## src/rtl/pc_branch_unit_pkg.sv

```systemverilog
// Shared definitions for the PC/branch unit: op codes, ALU flag indices and
// the condition evaluator used by the conditional jumps.
package pc_branch_unit_pkg;

  typedef enum logic [2:0] {
    OP_HOLD = 3'd0,
    OP_INC  = 3'd1,
    OP_JMP  = 3'd2,
    OP_JZ   = 3'd3,
    OP_JNZ  = 3'd4,
    OP_JC   = 3'd5,
    OP_CALL = 3'd6,
    OP_RET  = 3'd7
  } op_e;

  localparam int FLAG_Z = 0;
  localparam int FLAG_C = 1;

  // True when a conditional jump should be taken; false for every other op.
  function automatic logic cond_true(input op_e op, input logic [1:0] flags);
    logic res;
    case (op)
      OP_JZ:   res = flags[FLAG_Z];
      OP_JNZ:  res = ~flags[FLAG_Z];
      OP_JC:   res = flags[FLAG_C];
      default: res = 1'b0;
    endcase
    return res;
  endfunction

endpackage

```

## src/rtl/pc_branch_unit_ret_stack.sv

```systemverilog
// Return-address LIFO. Refuses push when full and pop when empty, flagging the
// refusal so the caller can record a fault; refused requests change nothing.
module ret_stack #(
  parameter int WIDTH = 12,
  parameter int DEPTH = 4,
  parameter int SPW   = $clog2(DEPTH) + 1
) (
  input  logic             clk_i,
  input  logic             rst_i,
  input  logic             push_i,
  input  logic             pop_i,
  input  logic [WIDTH-1:0] data_i,
  output logic [WIDTH-1:0] top_o,
  output logic [SPW-1:0]   sp_o,
  output logic             full_o,
  output logic             empty_o,
  output logic             refused_o
);

  localparam int AW = $clog2(DEPTH);

  logic [WIDTH-1:0] r_mem [DEPTH];
  logic [SPW-1:0]   r_sp;
  logic [AW-1:0]    w_top_idx;
  logic             w_do_push;
  logic             w_do_pop;

  assign full_o    = (r_sp == SPW'(DEPTH));
  assign empty_o   = (r_sp == '0);
  assign w_do_push = push_i & ~full_o;
  assign w_do_pop  = pop_i & ~empty_o;
  assign refused_o = (push_i & full_o) | (pop_i & empty_o);
  // Low bits of sp-1 address the top entry, including sp==DEPTH.
  assign w_top_idx = r_sp[AW-1:0] - AW'(1);
  assign top_o     = r_mem[w_top_idx];
  assign sp_o      = r_sp;

  always_ff @(posedge clk_i) begin
    if (rst_i) begin
      r_sp <= '0;
    end else if (w_do_push) begin
      r_sp <= r_sp + SPW'(1);
    end else if (w_do_pop) begin
      r_sp <= r_sp - SPW'(1);
    end
  end

  // Entries are deliberately not reset; anything above sp is unreachable.
  always_ff @(posedge clk_i) begin
    if (w_do_push) begin
      r_mem[r_sp[AW-1:0]] <= data_i;
    end
  end

endmodule

```

## src/rtl/pc_branch_unit.sv

```systemverilog
// Program counter with next-PC selection, condition evaluation and a
// hardware return stack; one control op is applied per enabled cycle.
module pc_branch_unit
  import pc_branch_unit_pkg::*;
#(
  parameter int          PC_W      = 12,
  parameter int          DEPTH     = 4,
  parameter int unsigned RESET_VEC = 0
) (
  input  logic                       clk_i,
  input  logic                       rst_i,
  input  logic                       en_i,
  input  logic [2:0]                 op_i,
  input  logic [PC_W-1:0]            target_i,
  input  logic [1:0]                 flags_i,
  output logic [PC_W-1:0]            pc_o,
  output logic                       taken_o,
  output logic [$clog2(DEPTH):0]     sp_o,
  output logic                       empty_o,
  output logic                       full_o,
  output logic                       fault_o
);

  localparam int SPW = $clog2(DEPTH) + 1;

  op_e             w_op;
  logic [PC_W-1:0] r_pc;
  logic            r_taken;
  logic            r_fault;
  logic [PC_W-1:0] w_pc_inc;
  logic [PC_W-1:0] w_next_pc;
  logic [PC_W-1:0] w_top;
  logic            w_taken;
  logic            w_push;
  logic            w_pop;
  logic            w_refused;
  logic            w_full;
  logic            w_empty;

  assign w_op     = op_e'(op_i);
  assign w_pc_inc = r_pc + PC_W'(1);

  ret_stack #(
    .WIDTH (PC_W),
    .DEPTH (DEPTH),
    .SPW   (SPW)
  ) u_ret_stack (
    .clk_i     (clk_i),
    .rst_i     (rst_i),
    .push_i    (w_push),
    .pop_i     (w_pop),
    .data_i    (w_pc_inc),
    .top_o     (w_top),
    .sp_o      (sp_o),
    .full_o    (w_full),
    .empty_o   (w_empty),
    .refused_o (w_refused)
  );

  // Blocked CALL/RET fall through to pc+1 without changing flow.
  always_comb begin
    w_next_pc = w_pc_inc;
    w_taken   = 1'b0;
    w_push    = 1'b0;
    w_pop     = 1'b0;
    case (w_op)
      OP_HOLD: w_next_pc = r_pc;
      OP_INC:  w_next_pc = w_pc_inc;
      OP_JMP: begin
        w_next_pc = target_i;
        w_taken   = 1'b1;
      end
      OP_JZ, OP_JNZ, OP_JC: begin
        if (cond_true(w_op, flags_i)) begin
          w_next_pc = target_i;
          w_taken   = 1'b1;
        end else begin
          w_next_pc = w_pc_inc;
        end
      end
      OP_CALL: begin
        w_push = en_i;
        if (!w_full) begin
          w_next_pc = target_i;
          w_taken   = 1'b1;
        end else begin
          w_next_pc = w_pc_inc;
        end
      end
      OP_RET: begin
        w_pop = en_i;
        if (!w_empty) begin
          w_next_pc = w_top;
          w_taken   = 1'b1;
        end else begin
          w_next_pc = w_pc_inc;
        end
      end
      default: w_next_pc = r_pc;
    endcase
  end

  always_ff @(posedge clk_i) begin
    if (rst_i) begin
      r_pc    <= PC_W'(RESET_VEC);
      r_taken <= 1'b0;
      r_fault <= 1'b0;
    end else if (en_i) begin
      r_pc    <= w_next_pc;
      r_taken <= w_taken;
      r_fault <= r_fault | w_refused;
    end else begin
      r_taken <= 1'b0;
    end
  end

  assign pc_o    = r_pc;
  assign taken_o = r_taken;
  assign fault_o = r_fault;
  assign empty_o = w_empty;
  assign full_o  = w_full;

endmodule
```

## config.mk

```make
export PLATFORM = sky130hd
export DESIGN_NAME = pc_branch_unit
export DESIGN_NICKNAME = d
export VERILOG_FILES = /design/src/rtl/pc_branch_unit_pkg.sv /design/src/rtl/pc_branch_unit_ret_stack.sv /design/src/rtl/pc_branch_unit.sv
export SDC_FILE = /design/constraint.sdc
export NUM_CORES = 1
export LEC_CHECK = 0
export ABC_AREA = 0
export CORE_ASPECT_RATIO = 2
export CORE_MARGIN = 8
export CORE_UTILIZATION = 45
export CTS_BUF_LIST = sky130_fd_sc_hd__clkbuf_8
export CTS_CLUSTER_DIAMETER = 50
export CTS_CLUSTER_SIZE = 8
export DETAILED_ROUTE_END_ITERATION = 8
export PLACE_DENSITY = 0.67
export SLEW_MARGIN = 20
export SYNTH_ARGS = -nofsm -noshare
export SYNTH_HDL_FRONTEND = slang
export SYNTH_SLANG_ARGS = --single-unit
```

## constraint.sdc

```tcl
create_clock -name clk_i -period 8.1 [get_ports clk_i]
set_input_delay 1.62 -clock clk_i [delete_from_list [all_inputs] [get_ports clk_i]]
set_output_delay 1.62 -clock clk_i [all_outputs]
set_load 0.02 [all_outputs]
```

placed.png
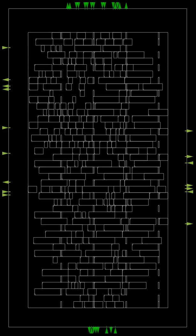
Seq/total area: 46.2%
FFs & Latches: 65

m2.png
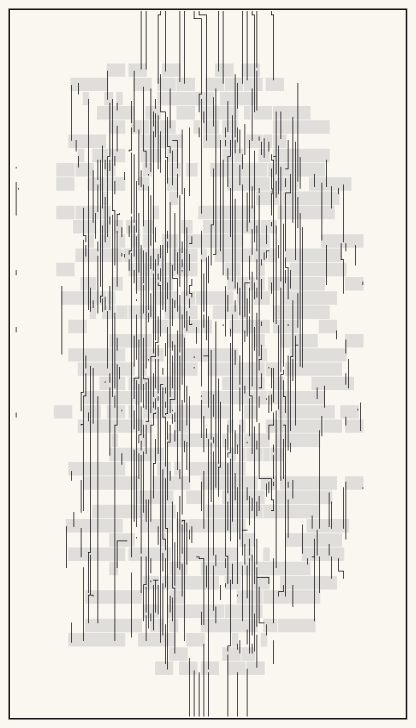
The layer holds 55% of the routed length. The layer carries 4,490 µm of wire. The longest straight run is 70.7 µm. The wires run mostly vertical.
met2 Resource Use GR: 30.0%
via count: 2,245
sum of routed wire length over all layers: 8.14 mm

==> out/notes.md <==
Hold is met by 0.467 ns. After its last routability iteration, the placer logged a weighted congestion of 0.904. After Yosys synthesis, and, or, nand and nor cells account for 13.5% of the synthesized area. The cell accounting for the most synthesized area was edfxtp_1. The critical-path cell with the highest stage delay is clkdlybuf4s50_1. The final critical-path setup slack came out at 4.32 ns. In the synthesized netlist, the cells that appear most often are edfxtp_1 (48), dfxtp_1 (17), nor2_1 (17), mux4_2 (12), nand2_1 (11).

The worst hold path depth was 2. Before placement the cells fill 46.1% of the core. In this run the biggest area consumer among cell types represents 45.1% of the synthesized area. In the global route stage, met1 resource usage came out at 17.4%. The synthesized netlist devotes 2.58% of its cell area to adder and majority cells. The worst setup path is captured at a flop.

As reported, the later end of the worst-skew pair has a clock insertion delay of 0.36 ns. I/O pin count: 39. Once detail routing completed, the nets flagged for antenna violations numbered 0.

The number of buffers added on ports is 38. The main area contributors are edfxtp_1 (45%), dfxtp_1 (11%), mux4_2 (8.4%). The tools report the total count of hold-check failures in the final report as 0.

Summing all flip-flop and latch instances after layout gives 1780 µm². The cell family with the largest share of critical-path delay is buffers and inverters. Reg2reg setup slack: 5.55 ns. In this run the clock root is driven by a clkbuf_8. The final cycle utilization of the critical path came out at 46.6%. After floorplanning, the core was sized to cover 6940 µm². The startpoint identified for the worst hold timing path is fault_o. The clock passes through at most 2 buffers.

The flow reports power dissipated in sequential cells as 0.000378 W. The run gives 65 for the flop and latch count out of synthesis. The synthesis area per yosys is 3200 µm². The run gives 211 nW/µm² for the power per cell area. The run gives 0 as the cts-stage hold buffer count. The synthesis report names the predominant flop master as edfxtp_1. The arrival time of data at the worst endpoint is listed as 3.99 ns.

Main kind of combinational logic by area: simple AND/OR/NAND/NOR gates. Setup repair after global routing left no endpoint under its margin. Traced cell by cell, the critical path runs through clkdlybuf4s50_1, nand2_1, nor3_1, inv_1, fa_1, and4_1, o221ai_1, xor2_1, nor2_1. The synthesized area per cell was 13.0 µm²; the worst reg2reg path depth was 11.

For reference, the final report shows the max-slew violation count at 0. The register with the most flip-flops in the layout has 48 of them. Yosys printed 0 warnings.

For met3 alone, demand over resource in global routing was 3.93%. The number of antenna violations at the first check in global routing came out at 0. The critical path ends at u_ret_stack.sp_o[2]. The run finished with clean final reports. The HPWL after detailed placement is 5.48 mm.

The run gives 2,301 for the via count of the first global-routing pass. Looking at the area split, the leading class of cells is registers. The number of antenna diodes in the final layout is 0.
class_map.png
Fill, decap, tap and diode cells in grey.
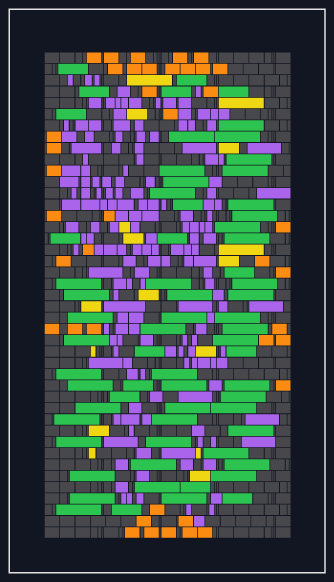
Key: green = registers [cells 65]; orange = remaining buffers and delay cells [cells 40]; purple = remaining logic cells [cells 168]; yellow = clock drivers and dummy loads [cells 16]

Power and IR drop assume default switching activity.
